## src/rtl/led_string_encoder.sv

```systemverilog
// WS2812-class one-wire encoder: serialises 24-bit pixels MSB first as NRZ high/low
// pulses on sdi and closes each frame with a long low latch period.
module led_string_encoder #(
    parameter int T0H_CYCLES   = 8,
    parameter int T1H_CYCLES   = 16,
    parameter int BIT_CYCLES   = 25,
    parameter int LATCH_CYCLES = 6000,
    parameter int PIXEL_BITS   = 24
) (
    input  logic                  clk,
    input  logic                  reset_n,
    input  logic [PIXEL_BITS-1:0] pixel_data,
    input  logic                  pixel_valid,
    input  logic                  pixel_last,
    output logic                  pixel_ready,
    output logic                  sdi,
    output logic                  busy,
    output logic                  frame_done,
    output logic                  underrun
);

    // state    | meaning
    // ST_IDLE  | no frame open
    // ST_SHIFT | transmitting a pixel
    // ST_WAIT  | frame open, no data yet, sdi low
    // ST_LATCH | frame closed, holding sdi low
    typedef enum logic [1:0] {ST_IDLE, ST_SHIFT, ST_WAIT, ST_LATCH} state_t;

    localparam int CYC_W = (BIT_CYCLES > 1) ? $clog2(BIT_CYCLES) : 1;
    localparam int BIT_W = (PIXEL_BITS > 1) ? $clog2(PIXEL_BITS) : 1;
    localparam int LAT_W = $clog2(LATCH_CYCLES + 1);

    localparam logic [CYC_W-1:0] CYC_LAST = CYC_W'(BIT_CYCLES - 1);
    localparam logic [CYC_W-1:0] T0H_C    = CYC_W'(T0H_CYCLES);
    localparam logic [CYC_W-1:0] T1H_C    = CYC_W'(T1H_CYCLES);
    localparam logic [BIT_W-1:0] BIT_TOP  = BIT_W'(PIXEL_BITS - 1);
    localparam logic [LAT_W-1:0] LAT_LAST = LAT_W'(LATCH_CYCLES - 1);

    if (!(T0H_CYCLES > 0 && T0H_CYCLES < T1H_CYCLES &&
          T1H_CYCLES < BIT_CYCLES && LATCH_CYCLES >= 2)) begin : g_param_check
        $error("led_string_encoder: illegal timing parameters");
    end

    state_t                 state_q, state_d;
    logic [CYC_W-1:0]       cyc_q, cyc_d;
    logic [BIT_W-1:0]       bit_q, bit_d;
    logic [LAT_W-1:0]       lat_q, lat_d;
    logic [PIXEL_BITS-1:0]  data_q, data_d;
    logic                   last_q, last_d;
    logic                   sdi_q, sdi_d;
    logic                   ready_q, ready_d;
    logic                   busy_q, busy_d;
    logic                   done_q, done_d;
    logic                   urun_q, urun_d;
    logic                   accept;

    assign accept = pixel_valid && ready_q;

    always_comb begin
        state_d = state_q;
        cyc_d   = cyc_q;
        bit_d   = bit_q;
        lat_d   = lat_q;
        data_d  = data_q;
        last_d  = last_q;
        done_d  = 1'b0;
        urun_d  = 1'b0;

        case (state_q)
            ST_IDLE: ;
            ST_SHIFT: begin
                if (cyc_q == CYC_LAST) begin
                    cyc_d = '0;
                    if (bit_q == '0) begin
                        // a pixel offered at the boundary wins over closing the frame
                        if (!accept) begin
                            state_d = last_q ? ST_LATCH : ST_WAIT;
                            lat_d   = '0;
                        end
                    end else begin
                        bit_d = bit_q - 1'b1;
                    end
                end else begin
                    cyc_d = cyc_q + 1'b1;
                end
            end
            ST_WAIT: begin
                if (!accept) begin
                    if (lat_q == LAT_LAST) begin
                        state_d = ST_IDLE;
                        urun_d  = 1'b1;
                        lat_d   = '0;
                    end else begin
                        lat_d = lat_q + 1'b1;
                    end
                end
            end
            ST_LATCH: begin
                if (lat_q == LAT_LAST) begin
                    state_d = ST_IDLE;
                    done_d  = 1'b1;
                    lat_d   = '0;
                end else begin
                    lat_d = lat_q + 1'b1;
                end
            end
            default: state_d = ST_IDLE;
        endcase

        // ready_q is only ever high in IDLE, WAIT or the final cycle of a pixel
        if (accept) begin
            state_d = ST_SHIFT;
            data_d  = pixel_data;
            last_d  = pixel_last;
            cyc_d   = '0;
            bit_d   = BIT_TOP;
            lat_d   = '0;
        end

        sdi_d   = (state_d == ST_SHIFT) && (cyc_d < (data_d[bit_d] ? T1H_C : T0H_C));
        ready_d = (state_d == ST_IDLE) || (state_d == ST_WAIT) ||
                  ((state_d == ST_SHIFT) && (cyc_d == CYC_LAST) && (bit_d == '0));
        busy_d  = (state_d != ST_IDLE);
    end

    always_ff @(posedge clk or negedge reset_n) begin
        if (!reset_n) begin
            state_q <= ST_IDLE;
            cyc_q   <= '0;
            bit_q   <= '0;
            lat_q   <= '0;
            data_q  <= '0;
            last_q  <= 1'b0;
            sdi_q   <= 1'b0;
            ready_q <= 1'b0;
            busy_q  <= 1'b0;
            done_q  <= 1'b0;
            urun_q  <= 1'b0;
        end else begin
            state_q <= state_d;
            cyc_q   <= cyc_d;
            bit_q   <= bit_d;
            lat_q   <= lat_d;
            data_q  <= data_d;
            last_q  <= last_d;
            sdi_q   <= sdi_d;
            ready_q <= ready_d;
            busy_q  <= busy_d;
            done_q  <= done_d;
            urun_q  <= urun_d;
        end
    end

    assign sdi         = sdi_q;
    assign pixel_ready = ready_q;
    assign busy        = busy_q;
    assign frame_done  = done_q;
    assign underrun    = urun_q;

endmodule

```

## config.mk

```make
export PLATFORM = sky130hd
export DESIGN_NAME = led_string_encoder
export DESIGN_NICKNAME = d
export VERILOG_FILES = /design/src/rtl/led_string_encoder.sv
export SDC_FILE = /design/constraint.sdc
export NUM_CORES = 1
export LEC_CHECK = 0
export ABC_AREA = 1
export CORE_UTILIZATION = 39
export CTS_BUF_LIST = sky130_fd_sc_hd__clkbuf_2
export DETAILED_ROUTE_END_ITERATION = 7
export GPL_ROUTABILITY_DRIVEN = 1
export PLACE_DENSITY = 0.63
export SYNTH_ARGS = -nofsm -noshare
export SYNTH_HDL_FRONTEND = slang
export SYNTH_SLANG_ARGS = --single-unit
```

## constraint.sdc

```tcl
create_clock -name clk -period 6.3 [get_ports clk]
set_input_delay 1.26 -clock clk [delete_from_list [all_inputs] [get_ports clk]]
set_output_delay 1.26 -clock clk [all_outputs]
set_load 0.01 [all_outputs]
```

==> commit_impl_results.txt <==
Store results of the implementation flow

- Top logic cell by instance count in the layout: sky130_fd_sc_hd__nand2_1
- Count of endpoints failing hold in the final timing report: 0
* Synth cell types: 39
* Final Cycle Share: 59.5%
- Detailed routing placed a total of 224 um of wire on met3.
* Remaining global-route overflow: 0
* Maximum count of clock buffers along a single path: 2
* Comb. pwr: 24.0 uW
* Cells in synth_stat.txt: about 360
- The synthesized netlist devotes around a third of its cell area to simple gates.
- After synthesis the cells add up to 2970 um2.
* End point of the worst hold path: underrun
- Growth of design area from synthesis to finish: 15.6%
- Post_cts resized: 0
- The synthesized design contains 0 enable-type register cells.
- DRC violation total after the first TritonRoute iteration: 166
* Final number of max-transition violations: 0
- Sequence of cells on the critical path: clkdlybuf4s50_1, nand2_2, inv_2, or2_2, o21ai_0, nand4_1, nand3_1, nand3_1, nand3_1, nand2_1, nand3_2, ha_1, a21oi_2
- Max-slew headroom: 48.4%
- Wire segments on met2 add up to about 2700 um in the final route.
- Run status: complete, no violations
- Dividing the detail-routed wire length by the instance count gives ~13 um.
* Routing usage on met3: under 10%
- STA classifies the critical path startpoint as an input pin.
* Crit Path Max Fanout: roughly 40
* Fin Clk Skew: 0.0228 ns
- Number of buffers added by the clock tree synthesis step: 5
- The floorplan step defined a die boundary enclosing 7960 um2.
- The register with the most flip-flops in the layout has 24 of them.
* Pleak: 1.87 nW
* Buf/Inv on CP: 2
- Once detail routing completed, the nets flagged for antenna violations numbered 0.
- Total track usage: 17.5%
- Cell count after placement: 481
* Number of instances in the synthesized netlist: approximately 360
- Fin area: 3430 um2
* Count of max-cap constraint violations: 0
- The cell-mix breakdown from Yosys lists the adder-cell area share as 2.11%.
- Per-cell via count in the routed design: about 4.9
- Switching power: 120 uW
* Post-Synth XOR/XNOR Area: 0.886%
- The final route contains 2418 vias.
- Accumulated negative setup slack: 0 ns
- Counting flops and latches in the post-synthesis netlist gives 55.
- GRT met1 Usage: 26.3%
- AND-OR/OR-AND share of the synthesized area: 8.10%
* Detail Placement HPWL: 4530 um
- Entering global routing, the biggest net connects roughly 56 pins.
- Combinational power share: about 4.3%
- Minimum clock period: ~3.7 ns
- DRC violation count after routing: 0
* Sequential share of the synthesized area: 46.4%
* Top cell by count, worst path: sky130_fd_sc_hd__nand3_1
* Largest registers: data_q: 24 flops, lat_q: 13 flops
- Metal-1 WL: 3290 um
- Setup slack of the worst register-to-register path: 3.35 ns
- Required time of the worst setup path: 6.70 ns
* Commonest cells in the synthesized netlist: 76 x sky130_fd_sc_hd__nand2_1, 55 x sky130_fd_sc_hd__dfrtp_1, 48 x sky130_fd_sc_hd__inv_1
- Antenna diode count: 0
* Met2 usage in global routing: 26.2%
==> worst max path at each step <==
| stage | from | endpoint | slack, ns | cells past startpoint |
|---|---|---|---|---|
| 2_1_floorplan | pixel_valid | sdi | 3.54 | 13 |
| 3_3_place_gp | pixel_valid | sdi | 2.12 | 13 |
| 3_5_place_dp | pixel_valid | sdi | 2.06 | 13 |
| 4_1_cts | pixel_valid | sdi | 2.56 | 13 |
| 5_1_grt | pixel_valid | sdi | 2.36 | 15 |
| 6_report | pixel_valid | sdi | 2.55 | 13 |
==> area by class of cell <==
type	instances	area (um2)
clock inverters	3	38.8
flip-flops and latches	55	1380
repair buffers	33	323
fillers	747	3860
clock buffers	5	25.0
inverters	53	199
well taps	99	124
multi-input cells	241	1340
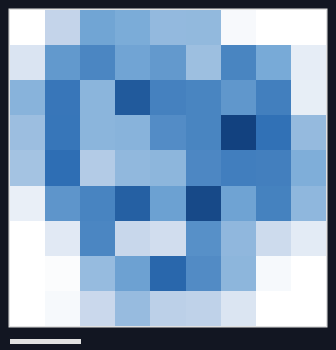
Figure 1: placement density heat map.
Scale bar: 20 um. 9 x 9 tiles, from white (low) to dark blue (high), 0 to 100% covered.
The mean over all tiles is 42%. 12% of the tiles are nearly empty. The fullest tile reaches 93%. 6.2% of the tiles are over 75% full.
utilization after layout: 47.0%
Initial Util: 40.7%
Core Box Area: 7290 um2

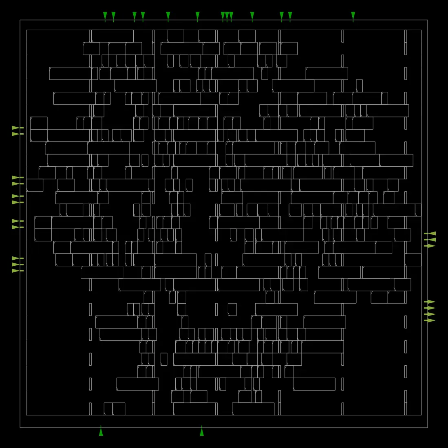
Figure 2: placement view.
Layout fillers: 747
fraction of area in registers: 40.1%
number of placement rows: 31
sequential cell count: 55

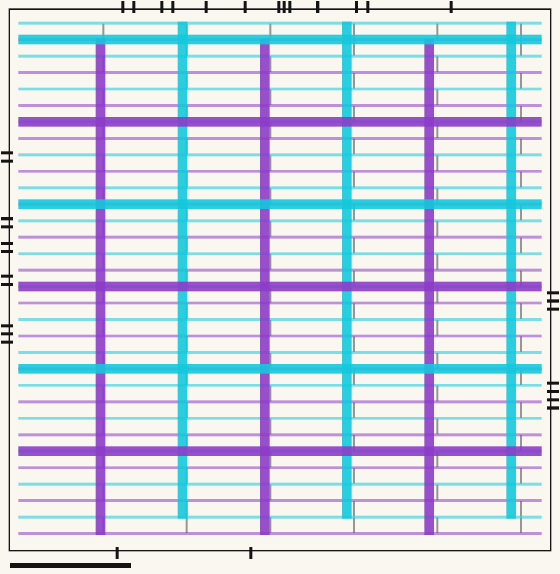
Figure 3: power grid.
Scale bar: 20 um. Pins as bars on the die edge. Tap cells in grey.
Key: purple = VSS; cyan = VDD
The core has 31 rows. 6 straps on met5. 33 signal pins sit on the boundary.
maximum ir drop on the vdd rail: 0.0699 mV
DIE HEIGHT: 89.2 um
die span in x: 89.2 um

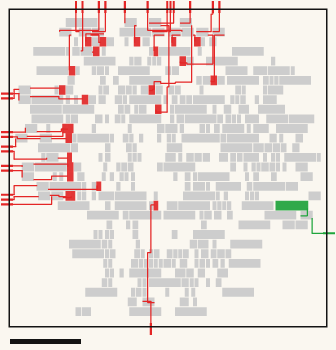
Figure 4: I/O nets highlighted.
Scale bar: 20 um.
Key: red = `pixel_data` [direction input, end cells 24, wire 467 um]; green = `busy` [direction output, end cells 1, wire 11.6 um]
Port-buffer cells: 32
ports placed on the boundary: 33

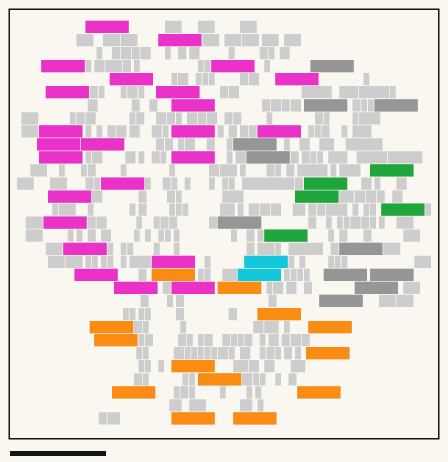
Figure 5: register map, names as in the netlist.
Scale bar: 20 um. Other sequential cells in the stronger grey, the rest of the logic in the fainter grey.
Key: cyan = `state_q` [placed flops 2]; orange = `lat_q` [placed flops 13]; magenta = `data_q` [placed flops 24]; green = `cyc_q` [placed flops 5, where east]
power dissipated in sequential cells: 354 uW
total area of sequential cells: 1380 um2

Power is estimated from default activity; no workload was simulated.
